`src/rtl/mem_sweep_sequencer.sv`:
```
// Memory-exercise master for the BRAM valid/ready bus. It sweeps NUM_WORDS words, mirrors
// the read data on the LEDs, dwells per word, and can optionally fill memory with a pattern and verify it.
module mem_sweep_sequencer #(
    parameter logic [31:0] ADDR_BASE      = 32'h0000_0000,
    parameter int unsigned NUM_WORDS      = 2,
    parameter logic [31:0] STRIDE         = 32'd4,
    parameter int unsigned DWELL_CYCLES   = 25_000_000,
    parameter int unsigned TIMEOUT_CYCLES = 1024,
    parameter int unsigned LED_W          = 8
) (
    input  logic                         clk,
    input  logic                         reset_n,
    input  logic                         start,
    input  logic                         stop,
    input  logic                         mode,
    output logic                         mem_valid,
    input  logic                         mem_ready,
    output logic [31:0]                  mem_addr,
    output logic [31:0]                  mem_wdata,
    output logic [3:0]                   mem_wstrb,
    input  logic [31:0]                  mem_rdata,
    output logic [LED_W-1:0]             led,
    output logic                         busy,
    output logic [$clog2(NUM_WORDS):0]   index,
    output logic [15:0]                  err_count,
    output logic                         timeout
);

    localparam int unsigned IDX_W  = $clog2(NUM_WORDS) + 1;
    localparam int unsigned DCNT_W = $clog2(DWELL_CYCLES + 1);
    localparam int unsigned TCNT_W = $clog2(TIMEOUT_CYCLES + 1);

    localparam logic [IDX_W-1:0]  IDX_LAST   = IDX_W'(NUM_WORDS - 1);
    localparam logic [DCNT_W-1:0] DWELL_LAST = DCNT_W'(DWELL_CYCLES - 1);
    localparam logic [TCNT_W-1:0] TOUT_LAST  = TCNT_W'(TIMEOUT_CYCLES - 1);
    localparam logic [31:0]       PAT_KEY    = 32'hA5A5_A5A5;

    typedef enum logic [1:0] {
        IDLE  = 2'd0,
        WRITE = 2'd1,
        READ  = 2'd2,
        DWELL = 2'd3
    } state_t;

    function automatic logic [31:0] pattern(input logic [31:0] a);
        return a ^ PAT_KEY;
    endfunction

    function automatic logic [31:0] addr_of(input logic [IDX_W-1:0] idx);
        logic [31:0] idx32;
        idx32            = 32'd0;
        idx32[IDX_W-1:0] = idx;
        return ADDR_BASE + idx32 * STRIDE;
    endfunction

    function automatic logic [IDX_W-1:0] next_index(input logic [IDX_W-1:0] idx);
        return (idx == IDX_LAST) ? {IDX_W{1'b0}} : idx + IDX_W'(1);
    endfunction

    state_t              state_q,   state_d;
    logic                valid_q,   valid_d;
    logic [31:0]         addr_q,    addr_d;
    logic [31:0]         wdata_q,   wdata_d;
    logic [3:0]          wstrb_q,   wstrb_d;
    logic [LED_W-1:0]    led_q,     led_d;
    logic                busy_q,    busy_d;
    logic [IDX_W-1:0]    index_q,   index_d;
    logic [15:0]         err_count_q, err_count_d;
    logic                timeout_q, timeout_d;
    logic                mode_q,    mode_d;
    logic                stop_pend_q, stop_pend_d;
    logic [DCNT_W-1:0]   dwell_q,   dwell_d;
    logic [TCNT_W-1:0]   wait_q,    wait_d;
    logic                stop_now_s;
    logic [31:0]         req_addr_s;

    assign req_addr_s = addr_of(index_q);

    // Next-state and output-register logic for the sweep FSM.
    always_comb begin
        state_d     = state_q;
        valid_d     = valid_q;
        addr_d      = addr_q;
        wdata_d     = wdata_q;
        wstrb_d     = wstrb_q;
        led_d       = led_q;
        index_d     = index_q;
        err_count_d = err_count_q;
        timeout_d   = timeout_q;
        mode_d      = mode_q;
        stop_pend_d = stop_pend_q;
        dwell_d     = dwell_q;
        wait_d      = wait_q;
        stop_now_s  = stop_pend_q | stop;

        case (state_q)
            IDLE: begin
                stop_pend_d = 1'b0;
                if (start && !stop) begin
                    mode_d      = mode;
                    err_count_d = 16'd0;
                    timeout_d   = 1'b0;
                    index_d     = {IDX_W{1'b0}};
                    state_d     = mode ? WRITE : READ;
                end else begin
                    state_d = IDLE;
                end
            end

            WRITE, READ: begin
                if (!valid_q) begin
                    // No transaction in flight yet, so a stop here abandons nothing.
                    if (stop_now_s) begin
                        state_d     = IDLE;
                        stop_pend_d = 1'b0;
                    end else begin
                        valid_d = 1'b1;
                        addr_d  = req_addr_s;
                        wait_d  = {TCNT_W{1'b0}};
                        if (state_q == WRITE) begin
                            wstrb_d = 4'hF;
                            wdata_d = pattern(req_addr_s);
                        end else begin
                            wstrb_d = 4'h0;
                            wdata_d = 32'd0;
                        end
                    end
                end else if (mem_ready) begin
                    valid_d     = 1'b0;
                    stop_pend_d = 1'b0;
                    if (state_q == WRITE) begin
                        index_d = next_index(index_q);
                        if (stop_now_s) begin
                            state_d = IDLE;
                        end else if (index_q == IDX_LAST) begin
                            state_d = READ;
                        end else begin
                            state_d = WRITE;
                        end
                    end else begin
                        led_d   = mem_rdata[LED_W-1:0];
                        dwell_d = {DCNT_W{1'b0}};
                        if (mode_q && (mem_rdata != pattern(addr_q)) && (err_count_q != 16'hFFFF)) begin
                            err_count_d = err_count_q + 16'd1;
                        end else begin
                            err_count_d = err_count_q;
                        end
                        state_d = stop_now_s ? IDLE : DWELL;
                    end
                end else if (wait_q == TOUT_LAST) begin
                    valid_d     = 1'b0;
                    timeout_d   = 1'b1;
                    stop_pend_d = 1'b0;
                    state_d     = IDLE;
                end else begin
                    wait_d      = wait_q + TCNT_W'(1);
                    stop_pend_d = stop_now_s;
                end
            end

            DWELL: begin
                if (stop) begin
                    state_d = IDLE;
                end else if (dwell_q == DWELL_LAST) begin
                    index_d = next_index(index_q);
                    state_d = READ;
                end else begin
                    dwell_d = dwell_q + DCNT_W'(1);
                end
            end

            default: begin
                state_d = IDLE;
                valid_d = 1'b0;
            end
        endcase

        busy_d = (state_d != IDLE);
    end

    // State and registered-output flops; reset acts immediately, even mid-transaction.
    always_ff @(posedge clk or negedge reset_n) begin
        if (!reset_n) begin
            state_q     <= IDLE;
            valid_q     <= 1'b0;
            addr_q      <= ADDR_BASE;
            wdata_q     <= 32'd0;
            wstrb_q     <= 4'h0;
            led_q       <= {LED_W{1'b0}};
            busy_q      <= 1'b0;
            index_q     <= {IDX_W{1'b0}};
            err_count_q <= 16'd0;
            timeout_q   <= 1'b0;
            mode_q      <= 1'b0;
            stop_pend_q <= 1'b0;
            dwell_q     <= {DCNT_W{1'b0}};
            wait_q      <= {TCNT_W{1'b0}};
        end else begin
            state_q     <= state_d;
            valid_q     <= valid_d;
            addr_q      <= addr_d;
            wdata_q     <= wdata_d;
            wstrb_q     <= wstrb_d;
            led_q       <= led_d;
            busy_q      <= busy_d;
            index_q     <= index_d;
            err_count_q <= err_count_d;
            timeout_q   <= timeout_d;
            mode_q      <= mode_d;
            stop_pend_q <= stop_pend_d;
            dwell_q     <= dwell_d;
            wait_q      <= wait_d;
        end
    end

    assign mem_valid = valid_q;
    assign mem_addr  = addr_q;
    assign mem_wdata = wdata_q;
    assign mem_wstrb = wstrb_q;
    assign led       = led_q;
    assign busy      = busy_q;
    assign index     = index_q;
    assign err_count = err_count_q;
    assign timeout   = timeout_q;

endmodule

```
`config.mk`:
```
export PLATFORM = sky130hd
export DESIGN_NAME = mem_sweep_sequencer
export DESIGN_NICKNAME = d
export VERILOG_FILES = /design/src/rtl/mem_sweep_sequencer.sv
export SDC_FILE = /design/constraint.sdc
export NUM_CORES = 1
export LEC_CHECK = 0
export CORE_MARGIN = 8
export CORE_UTILIZATION = 48
export DETAILED_ROUTE_END_ITERATION = 12
export PLACE_DENSITY = 0.92
export SLEW_MARGIN = 20
export SYNTH_ARGS = -nofsm -noshare
export SYNTH_HDL_FRONTEND = slang
export SYNTH_SLANG_ARGS = --single-unit
```
`constraint.sdc`:
```
create_clock -name clk -period 2.84 [get_ports clk]
set_input_delay 0.426 -clock clk [delete_from_list [all_inputs] [get_ports clk]]
set_output_delay 0.426 -clock clk [all_outputs]
set_load 0.03 [all_outputs]
```
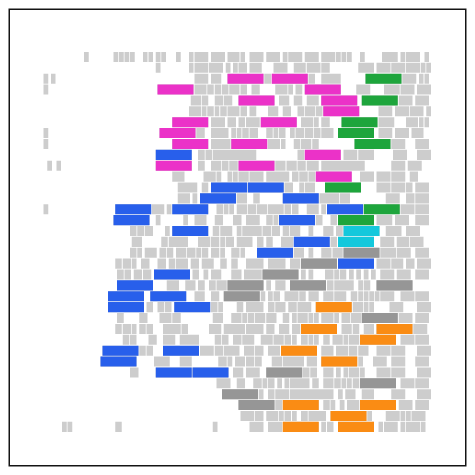
**Above:** run 1 (register map, names as in the netlist).
Scale: 4 px per um. Other sequential cells in the stronger gray, the rest of the logic in the fainter gray.
blue -> `dwell_q`  # sequential cells 25
green -> `led`  # sequential cells 8
orange -> `wait_q`  # sequential cells 11, where bottom right
magenta -> `err_count`  # sequential cells 16, where top middle
cyan -> `mem_addr`  # sequential cells 2

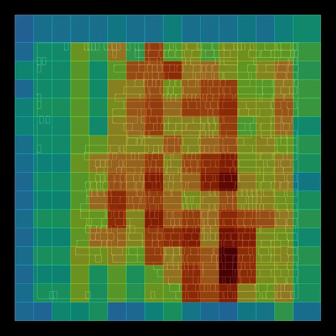
**Above:** run 1 (routing congestion).
average routed wire per standard cell: 16.9 um
utilization of the core after routing: 0.608
most crowded layer after global routing: met2
global routing met3 resource utilization: 0.0391
met1 demand-to-capacity share in global routing: 0.213

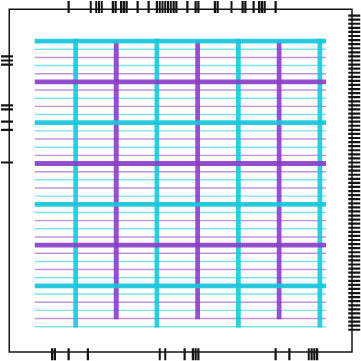
**Above:** run 1 (power grid).
Scale: 3 px per um. Pins as bars on the die edge.
purple -> VDD
cyan -> VSS
met1 rails = 36
met4 straps = 7

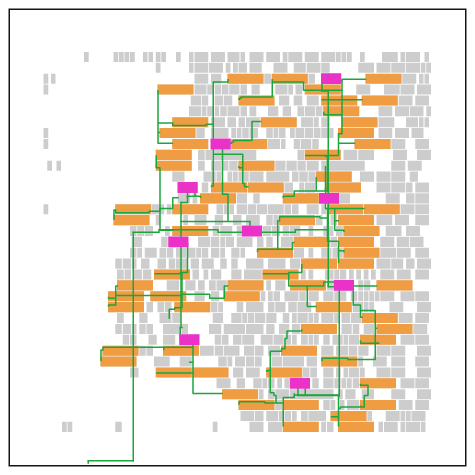
**Above:** run 1 (clock network drawn from the DEF).
Scale: 4 px per um.
green -> clock wires  # length 975 um
magenta -> clock-net drivers  # count 9
orange -> flip-flops  # count 74
routed clock nets = 10

==> reports/results.ini, run 1 <==
[outcome]
result_of_the_run = complete, no violations

[place]
placement.cell_area_mm2 = 0.00537
estimated_wirelength_of_the_detail_placed_design_um = 9010
place.gp.congestion = 0.929
pre_cts_slack_ns = 0.150
buffer_ports.inserted = 89

[cells_and_area]
mi_logic_area_mm2 = 0.00234
flops = 74
layout_top_cells = 88 x clkdlybuf4s50_1, 74 x dfrtp_1, 47 x nand2_1
layout.cells.largest_class = logic gates
post_layout_nonfiller_instances = 718
post_route_cells_drive_above_1_share = 0.0883
sh_comb_area = 0.416
num-clock-buffers = 9
mostFrequentLayoutCell = clkdlybuf4s50_1
area_growth_syn_to_layout_pct = 22.6
antennaDiodeCount = 0
sh_seq_area = 0.330

[pwr]
power.switching_mw = 1.64
cellPowerDensity_mw_per_mm2 = 741
clock_network_fraction_of_design_power = 0.246
powerSeq_mw = 1.54
power_switching_share = 0.394

[setup_path]
timing.reg2reg.setup_slack_ns = 0.16
rr_endpoint = dwell_q[24]$_DFFE_PN0P_
cp_data_arrival_time_ns = 2.98
endpoint_kind = register
crit_chain = inv_1, ha_1, a21boi_1, a2111o_1, or4_4, or3_1, a21oi_1
worstSetupPathType = reg -> reg
worst-path-buf-inv = 1
critPathLaunchType = register
crit_path_to = dwell_q[24]$_DFFE_PN0P_

[yosys]
syn_avg_cell_area_um2 = 9.02
async_reset_ff_frac = 1.00
post-synth-top-area-fraction = 0.404
synth_cell_type_count = 52
post_synth_main_area_contributors = dfrtp_1 40%, buf_4 10%, o21ai_0 4.5%
synthFlopType = dfrtp_1
aoi_share = 0.158
post-synth-top-area-cell = dfrtp_1
yosys.area_share.xor_xnor = 0.0248
yosys.area_share.simple = 0.239
synthTopLogicFamily = simple AND/OR/NAND/NOR gates
ys_top_cells_by_count = 74 x dfrtp_1, 63 x buf_4, 47 x nand2_1
ys_sh_mux = 0.0246

[routing]
final_antenna_violating_net_count = 0
drt_wl_total_um = 12100
top_layer_used = met4
wl_met2_um = 6110
dr_total_vias = 4139
drc_violation_count_after_routing = 0

[clock_tree]
cts_setup_buffers = 0
cts_buffer_depth = 2
postCtsHoldBufs = 0
h-tree-depth = 3
cts_buffers = 9
worstSkewPairLatency_ns = 0.37
worst_setup_hold_path_clk_slew_ns = 0.09

[timing]
worst_slack_ns = 0.158
grt_setup_unrepaired = false
fmax_ghz = 0.373
post-route-period-util = 0.945
worst_case_hold_slack_ns = 0.0981
finalHoldViolCount = 0
slew_violations = 0

[floorplanning]
fp.dieH_um = 114
initCoreUtil = 0.496
core_area_mm2 = 0.00924
count_of_pins_on_the_block_boundary = 135
die-area_mm2 = 0.0129

[global_routing]
grt_antenna_before_repair = 0
grt.met2_usage = 0.328
grt_util_all_layers = 0.187
first_pass_grt_wire_length_um = 19900
grt_start_max_net_pins = 31
global_route.overflow_total = 0

[run]
stage_log_warnings = 30
maxCapViolCount = 0

**Run 1: placed cells, one color a class**

Scale: 4 px per um. Fill, decap, tap and diode cells in gray.
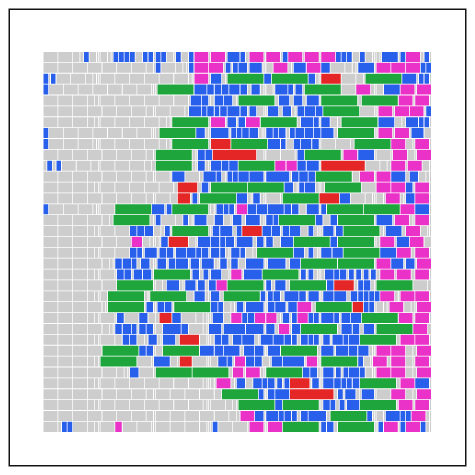

## Run 2: what changed since run 1
--- a/config.mk
+++ b/config.mk
@@ -6,9 +6,9 @@
 export NUM_CORES = 1
 export LEC_CHECK = 0
 export CORE_MARGIN = 8
-export CORE_UTILIZATION = 48
+export CORE_UTILIZATION = 45
 export DETAILED_ROUTE_END_ITERATION = 12
-export PLACE_DENSITY = 0.92
+export PLACE_DENSITY = 0.88
 export SLEW_MARGIN = 20
 export SYNTH_ARGS = -nofsm -noshare
 export SYNTH_HDL_FRONTEND = slang
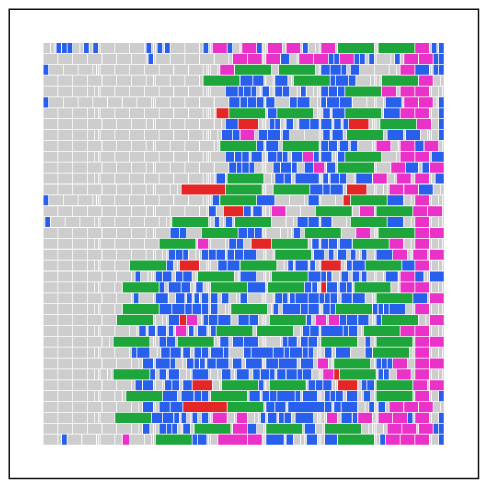
**Above:** run 2 (placed cells, one color a class).
Scale: 4 px per um. Fill, decap, tap and diode cells in gray.
blue -> remaining logic cells  # cells 396, share of their area 44%
red -> clock drivers and dummy loads  # cells 16, share of their area 3.9%
green -> registers  # cells 74, share of their area 34%
magenta -> remaining buffers and delay cells  # cells 101, share of their area 18%
utilization of the core after routing: 0.555
count of standard-cell rows: 37
area of the core: 0.0101 mm2
share of the final layout cell area in sequential cells: 0.331
cell area after layout: 0.00560 mm2

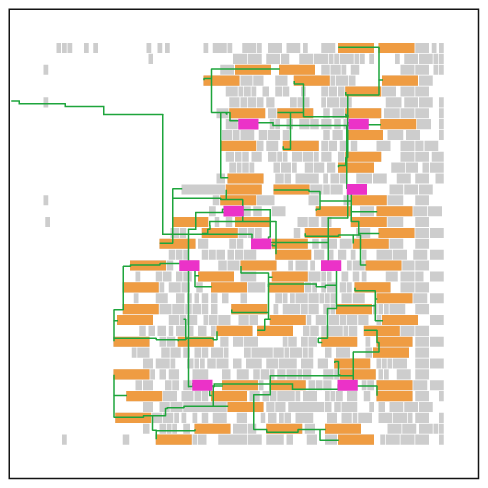
**Above:** run 2 (clock network drawn from the DEF).
Scale: 4 px per um.
magenta -> clock-net drivers  # count 9
orange -> flip-flops  # count 74
green -> clock wires  # length 989 um
routed clock nets = 10
Fin Clk Skew: 0.0132 ns
clock network fraction of design power: 0.222

==> run 2 against run 1 <==
Effect of this change:
- flip-flop count unchanged
- worst hold slack improved by 0.065 ns
- clock power is about 10% lower
- maximum frequency rose by 1.9%
- global-route usage down 1.9 points
- design area shrank 0.33%
- die size rose by 5.7%
- sequential power hardly changed
- combinational power about the same
- utilization decreased by 5.3 points
- highest routed layer unchanged
==> reports/results.ini, run 2 <==
[yosys]
post-synth-top-area-cell = dfrtp_1
aoi_share = 0.158  ; unchanged
synth_cell_type_count = 52  ; unchanged
syn_avg_cell_area_um2 = 9.02  ; unchanged
synth.cell_area_mm2 = 0.00458
synthFlopType = dfrtp_1
post_synth_main_area_contributors = dfrtp_1 40%, buf_4 10%, o21ai_0 4.5%
ys_top_cells_by_count = 74 x dfrtp_1, 63 x buf_4, 47 x nand2_1
post-synth-top-area-fraction = 0.404  ; unchanged
ys_sh_mux = 0.0246  ; unchanged
ys.warnings.count = 0
synthTopLogicFamily = simple AND/OR/NAND/NOR gates
numSynthFlops = 74
async_reset_ff_frac = 1.00  ; unchanged
yosys.area_share.simple = 0.239  ; unchanged

[routing]
starting_drt_drc_count = 326
drt_wl_total_um = 11800  ; -2.3%
firstDrtPassIters = 5
wl_met2_um = 5890  ; -3.5%
drc_violation_count_after_routing = 0  ; unchanged
top_layer_used = met4
final_antenna_violating_net_count = 0  ; unchanged
wl_per_cell_um = 16.4  ; -3.0%
dr_total_vias = 4071  ; -1.6%

[timing]
slew_violations = 0  ; unchanged
finalHoldViolCount = 0  ; unchanged
fmax_ghz = 0.380  ; +1.9%
worst_slack_ns = 0.206  ; +0.0489 ns
grt_setup_unrepaired = false

[cells_and_area]
layout.cells.largest_class = logic gates
layout.nonclk_buf_frac = 0.176
area_growth_syn_to_layout_pct = 22.2
antennaDiodeCount = 0  ; unchanged
post_route_cells_drive_above_1_share = 0.0835  ; -0.00481
num-clock-buffers = 11  ; +2
mi_logic_area_mm2 = 0.00235  ; +0.54%
post_layout_nonfiller_instances = 723  ; +0.70%
flops = 74  ; unchanged
layout_top_cells = 88 x clkdlybuf4s50_1, 74 x dfrtp_1, 47 x nand2_1

[floorplanning]
fp.dieH_um = 117  ; +2.8%
count_of_pins_on_the_block_boundary = 135  ; unchanged
initCoreUtil = 0.454  ; -0.0419
die-area_mm2 = 0.0137  ; +5.7%

[global_routing]
first_pass_grt_wire_length_um = 18500  ; -7.1%
grt_start_max_net_pins = 41  ; +32%
grt_antenna_before_repair = 0  ; unchanged
gr-usage-met3 = 0.0467  ; +0.00760
grt.met2_usage = 0.301  ; -0.0272
grt_util_all_layers = 0.168  ; -0.0192
grt-busiest-layer = met2
met1_demand_to_capacity_share_in_global_routing = 0.186  ; -0.0274

[place]
buffer_ports.inserted = 89  ; unchanged
pre_cts_slack_ns = 0.0884  ; -0.0618 ns
place.gp.congestion = 0.881  ; -5.1%
estimated_wirelength_of_the_detail_placed_design_um = 8960  ; -0.53%
dp_cells = 707

[setup_path]
worst-path-buf-inv = 1  ; unchanged
endpoint_kind = register
timing.reg2reg.setup_slack_ns = 0.21  ; +0.05 ns
worstSetupPathType = reg -> reg
cp_data_arrival_time_ns = 2.92  ; -0.06 ns
rr_endpoint = dwell_q[24]$_DFFE_PN0P_
crit_path_to = dwell_q[24]$_DFFE_PN0P_
critPathLaunchType = register

[pwr]
power_switching_share = 0.395  ; +0.00132
power.switching_mw = 1.59  ; -3.2%
maxPowerGroup = combinational logic
cellPowerDensity_mw_per_mm2 = 717  ; -3.2%
leakagePower_nw = 2.24
power.ir.vdd_worst_uv = 370
powerSeq_mw = 1.54  ; about the same

[clock_tree]
cts_buffers = 9  ; unchanged
cts_buffer_depth = 2  ; unchanged
cts_setup_buffers = 0  ; unchanged
postCtsHoldBufs = 0  ; unchanged
cts_root_buf = clkbuf_8
worst_setup_hold_path_clk_slew_ns = 0.08  ; about the same
h-tree-depth = 3  ; unchanged
worstSkewPairLatency_ns = 0.36  ; about the same

[run]
maxCapViolCount = 0  ; unchanged
stage_log_warnings = 30  ; unchanged

[outcome]
result_of_the_run = complete, no violations

## Run 3: what changed since run 2
--- a/config.mk
+++ b/config.mk
@@ -7,6 +7,7 @@
 export LEC_CHECK = 0
 export CORE_MARGIN = 8
 export CORE_UTILIZATION = 45
+export CTS_CLUSTER_SIZE = 14
 export DETAILED_ROUTE_END_ITERATION = 12
 export PLACE_DENSITY = 0.88
 export SLEW_MARGIN = 20
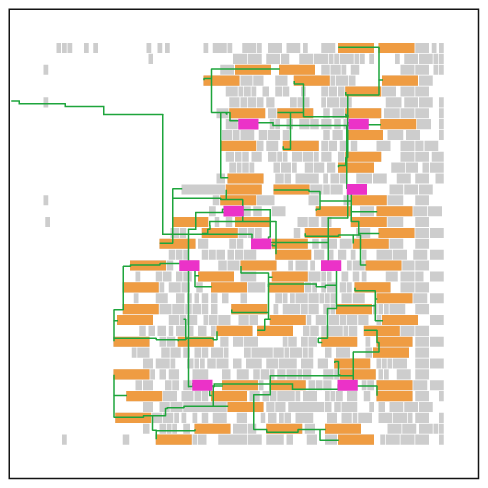
**Above:** run 3 (clock network drawn from the DEF).
Scale: 4 px per um.
power in the clock group: 890 uW
insertion delay of the later-clocked pin in the worst-skew pair: 0.36 ns

==> run 3 against run 2 <==
Effect of this change:
- maximum frequency stayed put
- sequential power barely moved
- synthesized cell count is the same
- global-route usage unchanged
- total power stayed put
- clock power about the same
- register-to-register slack barely moved
- cell count unchanged
- critical path depth stayed put
- combinational power is essentially flat
- worst setup slack unchanged
==> reports/results.ini, run 3 <==
[routing]
dr_total_vias = 4071  ; unchanged
top_layer_used = met4
drc_violation_count_after_routing = 0  ; unchanged
firstDrtPassIters = 5  ; unchanged
starting_drt_drc_count = 326  ; unchanged
drt_wl_total_um = 11800  ; unchanged
final_antenna_violating_net_count = 0  ; unchanged
routed_via_density = 5.63
wl_met2_um = 5890  ; unchanged
routed-wl-met3_um = 1240

[global_routing]
global_route.overflow_total = 0
grt-busiest-layer = met2
grt_start_max_net_pins = 41  ; unchanged
first_pass_grt_wire_length_um = 18500  ; unchanged
grt_antenna_before_repair = 0  ; unchanged

[timing]
slew_violations = 0  ; unchanged
final.setup.tns_ns = 0
worst_slack_ns = 0.206  ; unchanged
timing.final.crit_period_ns = 2.63
slew_headroom = 0.450
worst_slew_pin_slew_ns = 0.824
fmax_ghz = 0.380  ; unchanged
grt_setup_unrepaired = false
finalHoldViolCount = 0  ; unchanged
setup_viol = 0
finClkSkew_ns = 0.0132  ; unchanged
post-route-period-util = 0.927

[cells_and_area]
finalInstanceArea_mm2 = 0.00560  ; unchanged
mostFrequentLayoutCell = clkdlybuf4s50_1
sh_seq_area = 0.331  ; unchanged
area_growth_syn_to_layout_pct = 22.2  ; unchanged
antennaDiodeCount = 0  ; unchanged
max_flop_register = dwell_q
flops = 74  ; unchanged
layout_top_cells = 88 x clkdlybuf4s50_1, 74 x dfrtp_1, 47 x nand2_1
mi_logic_area_mm2 = 0.00235  ; unchanged
fin_util = 0.555  ; unchanged
buffers = 101
post_layout_nonfiller_instances = 723  ; unchanged
post_route_cells_drive_above_1_share = 0.0835  ; unchanged
finalNetCount = 628
layout.nonclk_buf_frac = 0.176  ; unchanged
final-seq-area_mm2 = 0.00185
layout.cells.largest_class = logic gates
num-clock-buffers = 11  ; unchanged
flip_flop_count_of_the_largest_register_all_copies_and_words_added = 25
fillCellCount = 860

[clock_tree]
cts_buffers = 9  ; unchanged
cts_buffer_depth = 2  ; unchanged
cts_setup_buffers = 0  ; unchanged
h-tree-depth = 3  ; unchanged
tritoncts = done
postCtsHoldBufs = 0  ; unchanged
worst_setup_hold_path_clk_slew_ns = 0.08  ; about the same
cts.sinks = 74
cts_root_buf = clkbuf_8

[pwr]
total_power_mw = 4.02
cellPowerDensity_mw_per_mm2 = 717  ; unchanged
power.switching_mw = 1.59  ; unchanged
pwr-share-comb = 0.395
leakagePower_nw = 2.24  ; unchanged
cell_internal_pwr_mw = 2.43
powerSeq_mw = 1.54  ; about the same
clock_network_fraction_of_design_power = 0.222  ; about the same
power.ir.vdd_worst_uv = 370  ; unchanged
power_switching_share = 0.395  ; unchanged
power_combinational_mw = 1.59
maxPowerGroup = combinational logic

[yosys]
async_reset_ff_frac = 1.00  ; unchanged
aoi_share = 0.158  ; unchanged
yosys.area_share.simple = 0.239  ; unchanged
yosysChipArea_mm2 = 0.00458
synthFlopType = dfrtp_1
post-synth-top-area-cell = dfrtp_1
synthTopLogicFamily = simple AND/OR/NAND/NOR gates
ys_sh_mux = 0.0246  ; unchanged
ys_sh_adder = 0.0218
post_synth_inst_count = 508
numSynthFlops = 74  ; unchanged
post-synth-top-area-fraction = 0.404  ; unchanged
yosys.area_share.xor_xnor = 0.0248
post_synth_main_area_contributors = dfrtp_1 40%, buf_4 10%, o21ai_0 4.5%
synth_stat.cells = 508
syn_avg_cell_area_um2 = 9.02  ; unchanged
synth_cell_type_count = 52  ; unchanged
ys.warnings.count = 0  ; unchanged
synth.cell_area_mm2 = 0.00458  ; unchanged
seq_area_frac_synth = 0.404
enable_flop_cells = 0
ys_top_cells_by_count = 74 x dfrtp_1, 63 x buf_4, 47 x nand2_1

[setup_path]
endpoint_kind = register
critPathLaunchType = register
critPathMaxStageDelay_ns = 0.57
cp_num_cells = 7
worstSetupPathType = reg -> reg
critPathRequiredTime_ns = 3.12
crit_path_top_delay_cell = or4_4
worst-path-buf-inv = 1  ; unchanged
timing.critical_path.fanout_max = 10
r2r_start = state_q[1]$_DFF_PN0_
rr_endpoint = dwell_q[24]$_DFFE_PN0P_
timing_startpoint_of_the_critical_path = state_q[1]$_DFF_PN0_
crit_path_to = dwell_q[24]$_DFFE_PN0P_
cp_data_arrival_time_ns = 2.92  ; about the same
timing.reg2reg.setup_slack_ns = 0.21  ; about the same

[floorplanning]
rows = 37  ; unchanged
count_of_pins_on_the_block_boundary = 135  ; unchanged
initCoreUtil = 0.454  ; unchanged
die.size.x_um = 117
fp.dieH_um = 117  ; unchanged
inserted_tap_cell_count = 136
core_area_mm2 = 0.0101  ; unchanged
die-area_mm2 = 0.0137  ; unchanged

[place]
estimated_wirelength_of_the_detail_placed_design_um = 8960  ; unchanged
dp_cells = 707  ; unchanged
pre_cts_slack_ns = 0.0884  ; unchanged
place.gp.congestion = 0.881  ; unchanged
buffer_ports.inserted = 89  ; unchanged
placement.cell_area_mm2 = 0.00538

[outcome]
result_of_the_run = complete, no violations

[run]
maxCapViolCount = 0  ; unchanged
stage_log_warnings = 30  ; unchanged

[worst_hold_path]
path_class_of_the_lowest_slack_min_delay_path = in -> async

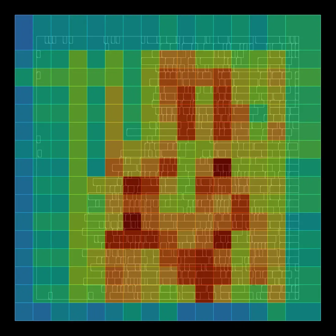
**Above:** run 3 (routing congestion).
global routing met3 resource utilization: 0.0467
met1 demand-to-capacity share in global routing: 0.186
GRT Util Overall: 0.168
met2 Use GR: 0.301
average routed wire per standard cell: 16.4 um

Power is estimated from default activity; no workload was simulated.
